**src/rtl/ppi_portc_hs.sv**
```systemverilog
// ppi_portc_hs: clocked PPI port C block with BSR, mode-0 nibble direction
// and mode-1 strobed input for port A (nSTB=PC4, IBF=PC5, INTR=PC3) backed
// by a small input FIFO with overrun detection.
// Optional build macro PPI_OVERRUN_INTR_EN: overrun also raises INTR
// (gated by INTE) until the status register is read.
module ppi_portc_hs #(
   parameter int DW         = 8,
   parameter int FIFO_DEPTH = 4
) (
   input  logic          clk,
   input  logic          Reset,
   input  logic          nCs,
   input  logic          nRd,
   input  logic          nWr,
   input  logic [1:0]    A,
   input  logic [7:0]    din,
   output logic [7:0]    dout,
   output logic          dout_en,
   input  logic [DW-1:0] pa_in,
   input  logic [7:0]    pc_in,
   output logic [7:0]    pc_out,
   output logic [7:0]    pc_oe
);

   localparam int PW = $clog2(FIFO_DEPTH);

   logic [7:0]    ctrl;
   logic [7:0]    pcLatch;
   logic          inte;
   logic          overrun;
   logic [DW-1:0] fifoMem [FIFO_DEPTH];
   logic [PW-1:0] rdPtr;
   logic [PW-1:0] wrPtr;
   logic [3:0]    fifoCount;
   logic          wrPrev;
   logic          rdPrev;
   logic          nstbMeta;
   logic          nstbSync;
   logic          nstbPrev;

   logic          wrActive;
   logic          rdActive;
   logic          wrStart;
   logic          rdStart;
   logic          ctrlWrite;
   logic          bsrWrite;
   logic          pcWrite;
   logic          statusRead;
   logic          mode1;
   logic          fifoEmpty;
   logic          fifoFull;
   logic          ibf;
   logic          intr;
   logic          stbFall;
   logic          pushReq;
   logic          pushOk;
   logic          popReq;
   logic          overrunSet;
   logic          bsrIgnored;
   logic [7:0]    pcOe;
   logic [7:0]    pcDrive;
   logic [7:0]    headExt;
   logic [7:0]    paExt;
   logic [7:0]    readData;

   assign wrActive   = !nCs && !nWr;
   assign rdActive   = !nCs && !nRd;
   assign wrStart    = wrActive && !wrPrev;
   assign rdStart    = rdActive && !rdPrev;
   assign ctrlWrite  = wrStart && (A == 2'b11) && din[7];
   assign bsrWrite   = wrStart && (A == 2'b11) && !din[7];
   assign pcWrite    = wrStart && (A == 2'b10);
   assign statusRead = rdStart && (A == 2'b01);

   assign mode1      = (ctrl[6:5] != 2'b00);
   assign fifoEmpty  = (fifoCount == 4'd0);
   assign fifoFull   = (fifoCount == 4'(FIFO_DEPTH));
   assign ibf        = !fifoEmpty;

   assign stbFall    = nstbPrev && !nstbSync;
   assign pushReq    = stbFall && mode1;
   assign popReq     = rdStart && (A == 2'b00) && mode1 && !fifoEmpty;
   assign pushOk     = pushReq && (!fifoFull || popReq);
   assign overrunSet = pushReq && fifoFull && !popReq;

   // In mode 1 the handshake pins PC3 and PC5 are owned by the FIFO logic.
   assign bsrIgnored = mode1 && ((din[3:1] == 3'd3) || (din[3:1] == 3'd5));

`ifdef PPI_OVERRUN_INTR_EN
   assign intr = inte && ((ibf && nstbSync) || overrun);
`else
   assign intr = inte && ibf && nstbSync;
`endif

   // Port C direction: nibble-wise in mode 0, fixed handshake pins in mode 1.
   always_comb begin
      pcOe = '0;
      if (mode1) begin
         pcOe = {{2{~ctrl[3]}}, 1'b1, 1'b0, 1'b1, {3{~ctrl[0]}}};
      end else begin
         pcOe = {{4{~ctrl[3]}}, {4{~ctrl[0]}}};
      end
   end

   // Pin values: latch bits, with IBF/INTR substituted in mode 1, masked by direction.
   always_comb begin
      pcDrive = pcLatch;
      if (mode1) begin
         pcDrive[5] = ibf;
         pcDrive[3] = intr;
      end
   end

   assign pc_oe  = pcOe;
   assign pc_out = pcDrive & pcOe;

   // Bus read mux, zero-extending port A data narrower than the bus.
   always_comb begin
      headExt = '0;
      paExt   = '0;
      headExt[DW-1:0] = fifoMem[rdPtr];
      paExt[DW-1:0]   = pa_in;
      readData = '0;
      case (A)
         2'b00: begin
            if (mode1) begin
               readData = fifoEmpty ? 8'h00 : headExt;
            end else begin
               readData = paExt;
            end
         end
         2'b01: readData = {overrun, 3'b000, fifoCount};
         2'b10: begin
            readData = (pcLatch & pcOe) | (pc_in & ~pcOe);
            if (mode1) begin
               readData[4] = inte;
            end
         end
         default: readData = ctrl;
      endcase
   end

   // Two-flop synchronizer for nSTB plus one delayed copy for edge detection.
   always_ff @(posedge clk) begin
      if (Reset) begin
         nstbMeta <= 1'b1;
         nstbSync <= 1'b1;
         nstbPrev <= 1'b1;
      end else begin
         nstbMeta <= pc_in[4];
         nstbSync <= nstbMeta;
         nstbPrev <= nstbSync;
      end
   end

   // FIFO storage; pointers and count decide which entries are valid.
   always_ff @(posedge clk) begin
      if (!Reset && pushOk && !ctrlWrite) begin
         fifoMem[wrPtr] <= pa_in;
      end
   end

   // Bus cycle tracking, register file, FIFO pointers and status flags.
   always_ff @(posedge clk) begin
      if (Reset) begin
         ctrl      <= 8'h9B;
         pcLatch   <= '0;
         inte      <= 1'b0;
         overrun   <= 1'b0;
         rdPtr     <= '0;
         wrPtr     <= '0;
         fifoCount <= '0;
         wrPrev    <= 1'b0;
         rdPrev    <= 1'b0;
         dout      <= '0;
         dout_en   <= 1'b0;
      end else begin
         wrPrev  <= wrActive;
         rdPrev  <= rdActive;
         dout_en <= rdActive;
         if (rdStart) begin
            dout <= readData;
         end
         if (ctrlWrite) begin
            ctrl      <= din;
            pcLatch   <= '0;
            inte      <= 1'b0;
            overrun   <= 1'b0;
            rdPtr     <= '0;
            wrPtr     <= '0;
            fifoCount <= '0;
         end else begin
            if (bsrWrite) begin
               if (mode1 && (din[3:1] == 3'd4)) begin
                  inte <= din[0];
               end else if (!bsrIgnored) begin
                  pcLatch[din[3:1]] <= din[0];
               end
            end
            if (pcWrite) begin
               pcLatch <= din;
            end
            if (pushOk) begin
               wrPtr <= wrPtr + 1'b1;
            end
            if (popReq) begin
               rdPtr <= rdPtr + 1'b1;
            end
            if (pushOk && !popReq) begin
               fifoCount <= fifoCount + 4'd1;
            end else if (popReq && !pushOk) begin
               fifoCount <= fifoCount - 4'd1;
            end
            if (overrunSet) begin
               overrun <= 1'b1;
            end else if (statusRead) begin
               overrun <= 1'b0;
            end
         end
      end
   end

endmodule

```
**config.mk**
```make
export PLATFORM = sky130hd
export DESIGN_NAME = ppi_portc_hs
export DESIGN_NICKNAME = d
export VERILOG_FILES = /design/src/rtl/ppi_portc_hs.sv
export SDC_FILE = /design/constraint.sdc
export NUM_CORES = 1
export LEC_CHECK = 0
export CAP_MARGIN = 10
export CORE_UTILIZATION = 40
export DETAILED_ROUTE_END_ITERATION = 8
export GPL_TIMING_DRIVEN = 0
export PLACE_DENSITY = 0.66
export SLEW_MARGIN = 20
export SYNTH_ARGS = -nofsm -noshare
export SYNTH_HDL_FRONTEND = slang
export SYNTH_SLANG_ARGS = --single-unit
```
**constraint.sdc**
```tcl
create_clock -name clk -period 2.8 [get_ports clk]
set_input_delay 0.56 -clock clk [delete_from_list [all_inputs] [get_ports clk]]
set_output_delay 0.56 -clock clk [all_outputs]
set_load 0.03 [all_outputs]
```
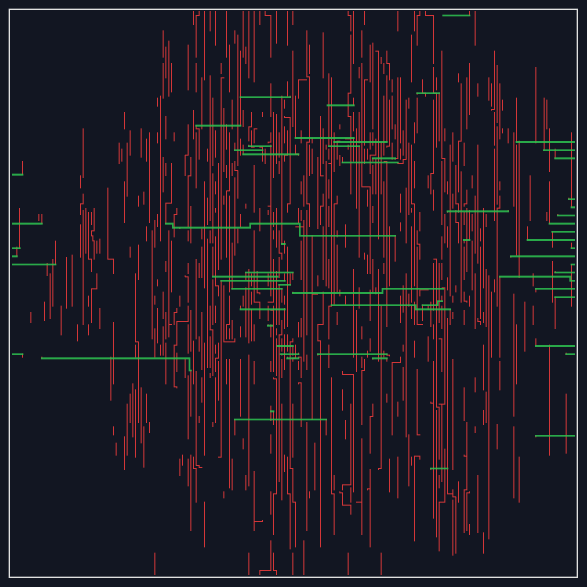
Figure 1: run 1, routed metal, one color a layer.
Scale: 6 px per um. Only two layers are drawn.
met2 -> red  # wire length 4,260 um
met3 -> green  # wire length 404 um

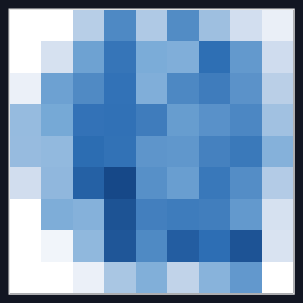
Figure 2: run 1, placement density heat map.
Scale: 3 px per um. The die is cut into 9 by 9 equal tiles; white is low, dark blue is high, 0 to 100% covered.
mean over tiles = 47%
tiles over 75% full = 9.9%
emptiest ninth of the die = bottom left
fullest tile = 90%
nearly empty tiles = 9.9%
utilization after layout: 52.6%
core area: 8260 sq um
starting density of the core: 41.4%

==> results.yml, run 1 <==
# implementation run metrics
outcome:
  outcome: "finished clean"
cts:
  cts_tree: "yes"
hold_path:
  hp-class: "reg2reg"
  hold_start: "nstbMeta"
pwr:
  p_int_mw: 1.63
  total_power_mw: 2.18
  power_per_cell_area_nw_per_um2: 502
synth:
  synth-edff-count: 32
  postSynthSeqShare_pct: 52.1
  fp_nets: 360
  async_reset_ff_share_pct: 0
floorplanning:
  die_w_um: 94.4
  dieArea_sq_um: 8920
worst_setup_path:
  cp-end-kind: "flop"
final_timing:
  slew_headroom_pct: 33.7
grt:
  grt_max_degree: 15
  grt_pass1_wl_um: 13700
placement:
  dp_hpwl_um: 6470
  place_ws_ns: -0.695
finish:
  regArea_sq_um: 1780
route:
  ant_nets: 0
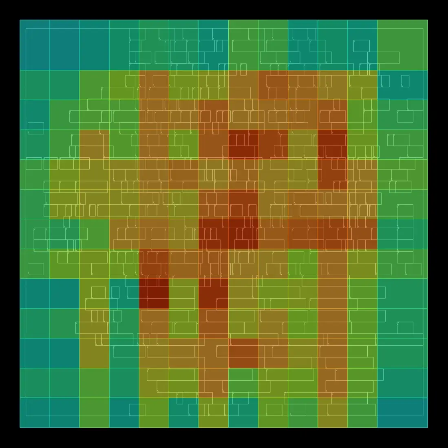
Figure 3: run 1, routing congestion map.
Avg WL per Cell: 18.0 um
grt peak-use layer: met2
global routing usage on met3: 4.99%
Total GRT Usage: 21.1%

-- run 1: area by class of cell --
class                      instances  share of cell area, %
timing repair buffer              53                   11.7
multi-input combinational        215                   36.3
inverter                          11                   1.01
sequential                        73                   41.1
buffer                            20                   2.27
clock buffer                       9                   2.85
clock inverter                     7                   1.76
tap                              105                   3.02
-- run 1: cells by family after synthesis --
| logic type | Yosys count | synth area share [%] |
|---|---|---|
| buffers and inverters | 34 | 4.21 |
| xor gates and xnor gates | 3 | 0.769 |
| AOI/OAI and AO/OA | 74 | 13.3 |
| DFF | 73 | 52.1 |
| muxes | 24 | 9.96 |
| and+or+nand+nor | 105 | 16.5 |
| adders and majority gates | 8 | 3.15 |
-- run 1: repair_timing --
| item | CTS | global route |
|---|---|---|
| gates cloned | 0 | 1 |
| endpoints found under the setup margin | 32 | 39 |
| buffers inserted | 1 | 0 |
| pin swaps | 2 | 2 |
| resized | 10 | 14 |
-- run 1: power by group through the flow --
stage                     clock [mW]  sequential [mW]  combinational [mW]
after global placement             0             1.16               0.203
after global routing           0.901             1.14               0.221
after CTS                      0.853             1.13               0.204
final                          0.843             1.13               0.205
after floorplan                    0             1.17              0.0899
after detailed placement           0             1.16               0.204
-- run 1: path summary, 6_finish.rpt --
check	slack (ns)	endpoint	cells past startpoint
hold / removal	0.42	nstbSync	1
setup / recovery	0.07	fifoCount[3]	11
setup reg to reg	0.16	fifoCount[3]	10
hold reg to reg	0.42	nstbSync	1
-- run 1: worst max-delay path: stages --
cell and delay (ns):
dlygate4sd2_1 0.27, or2_4 0.29, or4_4 0.54, buf_6 0.15, ha_4 0.16, inv_4 0.06, ha_1 0.21, a21o_1 0.16
a21oi_2 0.16, mux2i_2 0.26, mux2i_1 0.19
-- run 1: routing by layer --
metal  GRT usage [%]  up-vias  wire [um]  share of wire (%)
met5               0        -          0                  0
met4            6.92        0        111                1.2
met3            4.99       10        403                4.5
met2            33.3       97       4260                 48
met1            28.5     1341       4110                 46
li1                -     1315          -                  -
-- run 1: flip-flops by register name, indices dropped and copies added (netlist names), named ones only --
name and cells:
inte 1, wrPtr 2, fifoMem 32, ctrl 8, pcLatch 8, rdPrev 1
wrPrev 1, rdPtr 2, nstbMeta 1, nstbPrev 1, nstbSync 1, overrun 1
fifoCount 4, dout 8
-- run 1: through the flow --
| stage | cells | setup TNS (ns) | cell area, sq um |
|---|---|---|---|
| 3_3_place_gp | 478 | -20.72 | 4120 |
| 3_5_place_dp | 478 | -17.32 | 4120 |
| 4_1_cts | 495 | -0.965 | 4340 |
| 2_1_floorplan | 321 | 0 | 3470 |
| 5_1_grt | 493 | 0 | 4350 |
| 6_report | 493 | 0 | 4350 |
==> run 2: changes to the inputs <==
- CTS_BUF_LIST: default -> sky130_fd_sc_hd__clkbuf_4 sky130_fd_sc_hd__clkbuf_8
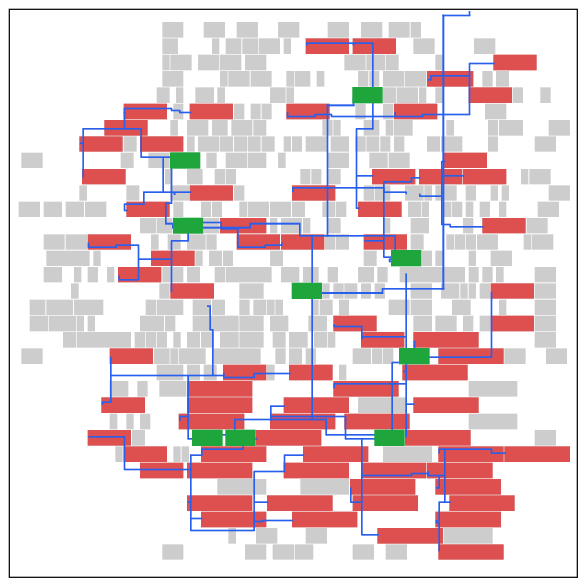
Figure 4: run 2, clock distribution.
Scale: 6 px per um.
clock wires -> blue  # length 895 um
flip-flops -> red  # count 73
cells driving clock nets -> green  # count 9
routed clock nets = 10
Clock group: 843 uW
Clock Skew: 0.00834 ns
Clk pwr share: 38.6%
worst skew pair latency: 0.35 ns

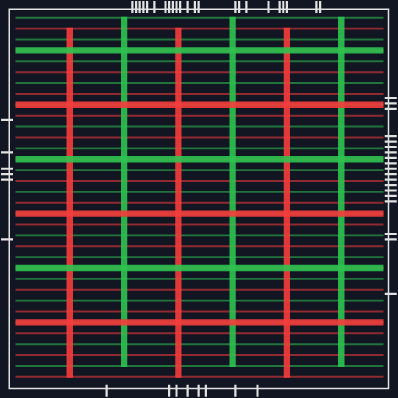
Figure 5: run 2, floorplan with the power grid.
Scale: 4 px per um. Pins as bars on the die edge.
VSS -> red
VDD -> green
met5 straps = 6
met1 rails = 34
DIE WIDTH: 94.4 um
Die Y: 94.4 um
Peak VDD IR: 0.292 mV

==> results.yml, run 2 <==
# implementation run metrics
outcome:
  outcome: "finished clean"
finish:
  fin_cells: 493
  regMostFlops: "fifoMem"
  final_area_sq_um: 4350
  fin_util_pct: 52.6
synth:
  async_reset_ff_share_pct: 0
  synth-edff-count: 32
  postSynthSeqShare_pct: 52.1
  fp_nets: 360
grt:
  grt_usage_pct: 21.1
  grt_pass1_wl_um: 13700
  grt_max_degree: 15
floorplanning:
  dieArea_sq_um: 8920
  floorplan.core_util_pct: 41.4
  core_area_sq_um: 8260
worst_setup_path:
  path_depth: 11
  slowest_stage: "or4_4"
  critPathMaxStageDelay_ns: 0.54
  cp_num_buf_inv: 3
  reg2reg_to: "fifoCount[3]"
  worstRegToRegCells: 10
  crit_end: "fifoCount[3]"
final_timing:
  slew_headroom_pct: 33.7
hold_path:
  hp-class: "reg2reg"
placement:
  placed_area_sq_um: 4120
  dp.cells: 478
  place_ws_ns: -0.695
route:
  routedWlPerCell_um: 18.0
pwr:
  power_per_cell_area_nw_per_um2: 502
cts:
  cts_tree: "yes"
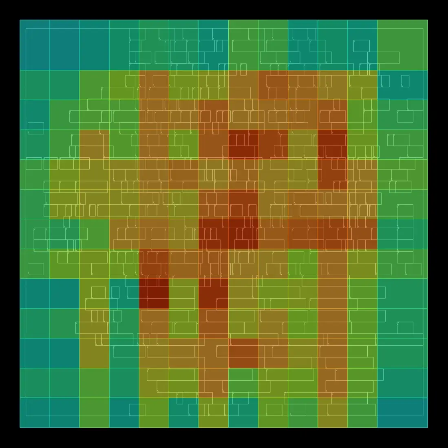
Figure 6: run 2, routing congestion map.
M2 GR Usage: 33.3%
met1 global-route usage: 28.5%

-- run 2: cell type report --
cell class	instances	area (sq um)	area share [%]
clock inverters	7	76.3	1.76
flip-flops and latches	73	1780	41.1
inverters	11	43.8	1.01
well taps	105	131	3.02
clock buffers	9	124	2.85
repair buffers	53	510	11.7
plain buffers	20	98.8	2.27
multi-input cells	215	1580	36.3
-- run 2: how the worst min path moves through the flow --
stage | from | to | slack, ns | cells after the start
floorplan | nstbMeta | nstbSync | 0.39 | 1
global placement | nstbMeta | nstbSync | 0.40 | 1
detailed placement | nstbMeta | nstbSync | 0.40 | 1
CTS | nstbMeta | nstbSync | 0.42 | 1
global route | nstbMeta | nstbSync | 0.44 | 1
finish | nstbMeta | nstbSync | 0.42 | 1
-- run 2: logic make-up (layout without fill, tap and decap cells) --
| logic type | Yosys count | after routing | synth area share [%] |
|---|---|---|---|
| simple gates | 105 | 106 | 16.5 |
| compound gates | 74 | 74 | 13.3 |
| flops | 73 | 73 | 52.1 |
| buf+inv | 34 | 100 | 4.21 |
| mux | 24 | 24 | 9.96 |
| fa+ha+maj | 8 | 8 | 3.15 |
| xor+xnor | 3 | 3 | 0.769 |
-- run 2: power by group --
group | leakage [nW] | internal, mW | total (mW) | switching [mW]
logic | 0.853 | 0.0889 | 0.205 | 0.116
clock network | 0.0983 | 0.419 | 0.843 | 0.423
registers | 0.621 | 1.12 | 1.13 | 0.0115
total | 1.57 | 1.63 | 2.18 | 0.551
-- run 2: timing repair --
| item | in CTS | in global routing |
|---|---|---|
| setup buffers | 1 | 0 |
| gates cloned | 0 | 1 |
| endpoints found under the setup margin | 32 | 39 |
| resized | 10 | 14 |
| pin swaps | 2 | 2 |
-- run 2: per-layer routing --
| metal | vias to the layer above | GRT usage, % | routed length, um |
|---|---|---|---|
| li1 | 1315 | - | - |
| met1 | 1341 | 28.5 | 4110 |
| met2 | 97 | 33.3 | 4260 |
| met3 | 10 | 4.99 | 403 |
| met4 | 0 | 6.92 | 111 |
| met5 | - | 0 | 0 |
-- run 2: worst reg2reg max path: stages (launching register included) --
cell	delay [ns]
dfxtp_1	0.57
nor4_4	0.12
or4_4	0.53
buf_6	0.15
ha_4	0.16
inv_4	0.06
ha_1	0.21
a21o_1	0.16
a21oi_2	0.16
mux2i_2	0.26
mux2i_1	0.19
-- run 2: through the flow --
| step | TNS, ns | power, mW |
|---|---|---|
| 3_3_place_gp | -20.72 | 1.36 |
| 5_1_grt | 0 | 2.26 |
| 3_5_place_dp | -17.32 | 1.36 |
| 6_report | 0 | 2.18 |
| 4_1_cts | -0.965 | 2.19 |
| 2_1_floorplan | 0 | 1.26 |
Figure 7. Placement density heat map (run 2).
Scale: 3 px per um. The die is cut into 9 by 9 equal tiles; white is low, dark blue is high, 0 to 100% covered.
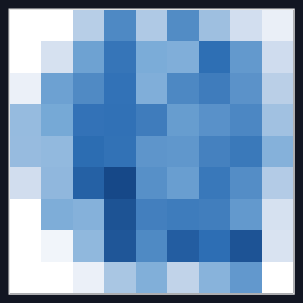

==> run 3: changes to the inputs <==
- PLACE_DENSITY: 0.66 -> 0.64
- RECOVER_POWER: default -> 25
- clock period: 2.8 -> 3.13 ns (I/O delays scaled with it)
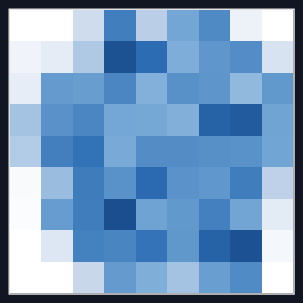
Figure 8: run 3, placement density heat map.
Scale: 3 px per um. The die is cut into 9 by 9 equal tiles; white is low, dark blue is high, 0 to 100% covered.
nearly empty tiles = 8.6%
mean over tiles = 47%
tiles over 75% full = 9.9%
emptiest ninth of the die = top left
fullest tile = 88%
utilization after layout: 52.2%

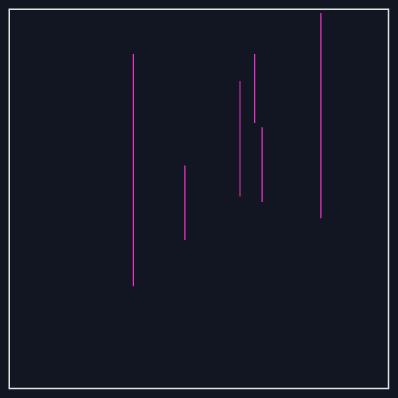
Figure 9: run 3, signal wires on met4.
Scale: 4 px per um.
wire length on this layer = 191 um
longest straight run = 57.8 um
Routed WL: 8920 um
number of vias in the routed layout: 2,742

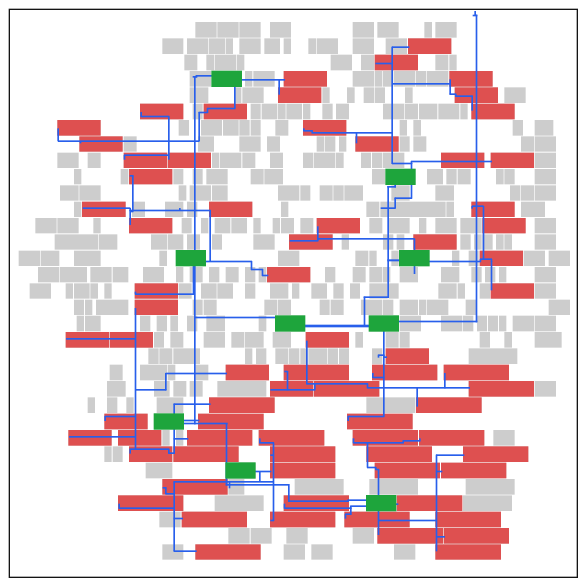
Figure 10: run 3, clock distribution.
Scale: 6 px per um.
flip-flops -> red  # count 73
cells driving clock nets -> green  # count 9
clock wires -> blue  # length 887 um
routed clock nets = 10
flops lie = all over the die

==> results.yml, run 3 <==
# implementation run metrics
floorplanning:
  die_w_um: 94.4
  dieArea_sq_um: 8920
  core_area_sq_um: 8260
  floorplan.core_util_pct: 41.4
  die_h_um: 94.4
final_timing:
  slew_headroom_pct: 33.8
  skew_ns: 0.00905
route:
  wl_met2_um: 4150
  routed-wl-met3_um: 482
  top_layer_used: "met4"
  routedWlPerCell_um: 18.0
  wl_met1_um: 4100
worst_setup_path:
  r2r-start: "rdPrev"
  worstRegToRegCells: 11
  crit_required_ns: 3.42
  reg2reg_to: "fifoCount[3]"
placement:
  placed_area_sq_um: 4070
  dp.cells: 478
cts:
  cts_tree: "yes"
  clock_latency_ns: 0.36
  cts_root_buf: "clkbuf_8"
outcome:
  outcome: "finished clean"
hold_path:
  whs_path_depth: 1
  holdPathEnd: "nstbSync"
  hp-class: "reg2reg"
  hold_start: "nstbMeta"
finish:
  largest_reg_flops: 32
  regMostFlops: "fifoMem"
  fin_cells: 496
grt:
  grt_max_degree: 14
  grt_pass1_wl_um: 13800
  grt_usage_pct: 21.3
pwr:
  power_per_cell_area_nw_per_um2: 451
  total_power_mw: 1.94
  vdd_drop_max_mv: 0.180
synth:
  postSynthSeqShare_pct: 52.1
  fp_nets: 360
  synth-edff-count: 32
  async_reset_ff_share_pct: 0
run 3: netlist changes by cell type in the layout (fill, tap and decap cells not counted), moves of 4 or more:
| cell | previous run | this run |
|---|---|---|
| dlygate4sd3_1 | 0 | 8 |
| clkdlybuf4s50_1 | 47 | 41 |
| clkbuf_2 | 5 | 0 |
| clkbuf_1 | 10 | 14 |
run 3: how the worst max path moves through the flow:
stage               from      endpoint  slack, ns
floorplan            nCs  fifoCount[3]       0.01
finish               nCs  fifoCount[3]       0.05
CTS                  nCs  fifoCount[3]       0.02
detailed placement   nCs  fifoCount[3]      -0.70
global placement     nCs  fifoCount[3]      -0.68
global route         nCs  fifoCount[3]      -0.06
run 3: metal layers:
| layer | vias up | global-route usage [%] |
|---|---|---|
| met5 | - | 0 |
| met4 | 0 | 9.49 |
| met3 | 15 | 4.27 |
| met2 | 88 | 33.5 |
| met1 | 1317 | 28.3 |
| li1 | 1322 | - |
run 3: worst max-delay path: stages:
cell	delay (ns)
clkdlybuf4s15_1	0.25
or3_1	0.39
buf_6	0.15
or4_1	0.52
buf_4	0.17
ha_2	0.19
inv_2	0.06
ha_1	0.22
a21o_1	0.19
a21oi_2	0.15
mux2i_1	0.25
mux2i_1	0.19
run 3: final cells by class:
type	count	area, sq um	share of cell area [%]
buffer	23	111	2.58
clock buffer	10	131	3.05
clock inverter	6	67.6	1.57
inverter	11	41.3	0.958
multi-input combinational	214	1510	35.0
sequential	73	1780	41.3
tap	105	131	3.05
timing repair buffer	54	537	12.5
run 3: cell families (layout without fill, tap and decap cells):
| group | count (synthesis) | in the layout | synth area share (%) |
|---|---|---|---|
| AOI/OAI and AO/OA | 74 | 74 | 13.3 |
| and+or+nand+nor | 105 | 105 | 16.5 |
| xor gates and xnor gates | 3 | 3 | 0.769 |
| buffers and inverters | 34 | 104 | 4.21 |
| adders and majority gates | 8 | 8 | 3.15 |
| DFF | 73 | 73 | 52.1 |
| muxes | 24 | 24 | 9.96 |
run 3: metrics by stage:
step / utilization (%) / worst slack (ns) / setup TNS [ns] / hold WS (ns)
after floorplan: - / 0.0111 / 0 / 0.389
after CTS: 52.0 / 0.0161 / 0 / 0.411
after global routing: 52.2 / -0.0560 / -0.0560 / 0.429
after detailed placement: 49.3 / -0.703 / -9.38 / 0.393
after global placement: 49.3 / -0.685 / -11.30 / 0.396
final: 52.2 / 0.0481 / 0 / 0.410
run 3: power by group:
part / switching (mW) / internal (mW)
combinational: 0.103 / 0.0786
sequential: 0.00891 / 1.01
clock: 0.367 / 0.379
run 3: what timing repair did:
item	4_1_cts	5_1_grt
pin swaps	1	1
setup buffers	2	0
endpoints found under the setup margin	1	27
resized	8	5
Power figures rest on the tool's default switching activity, not on a simulated workload.
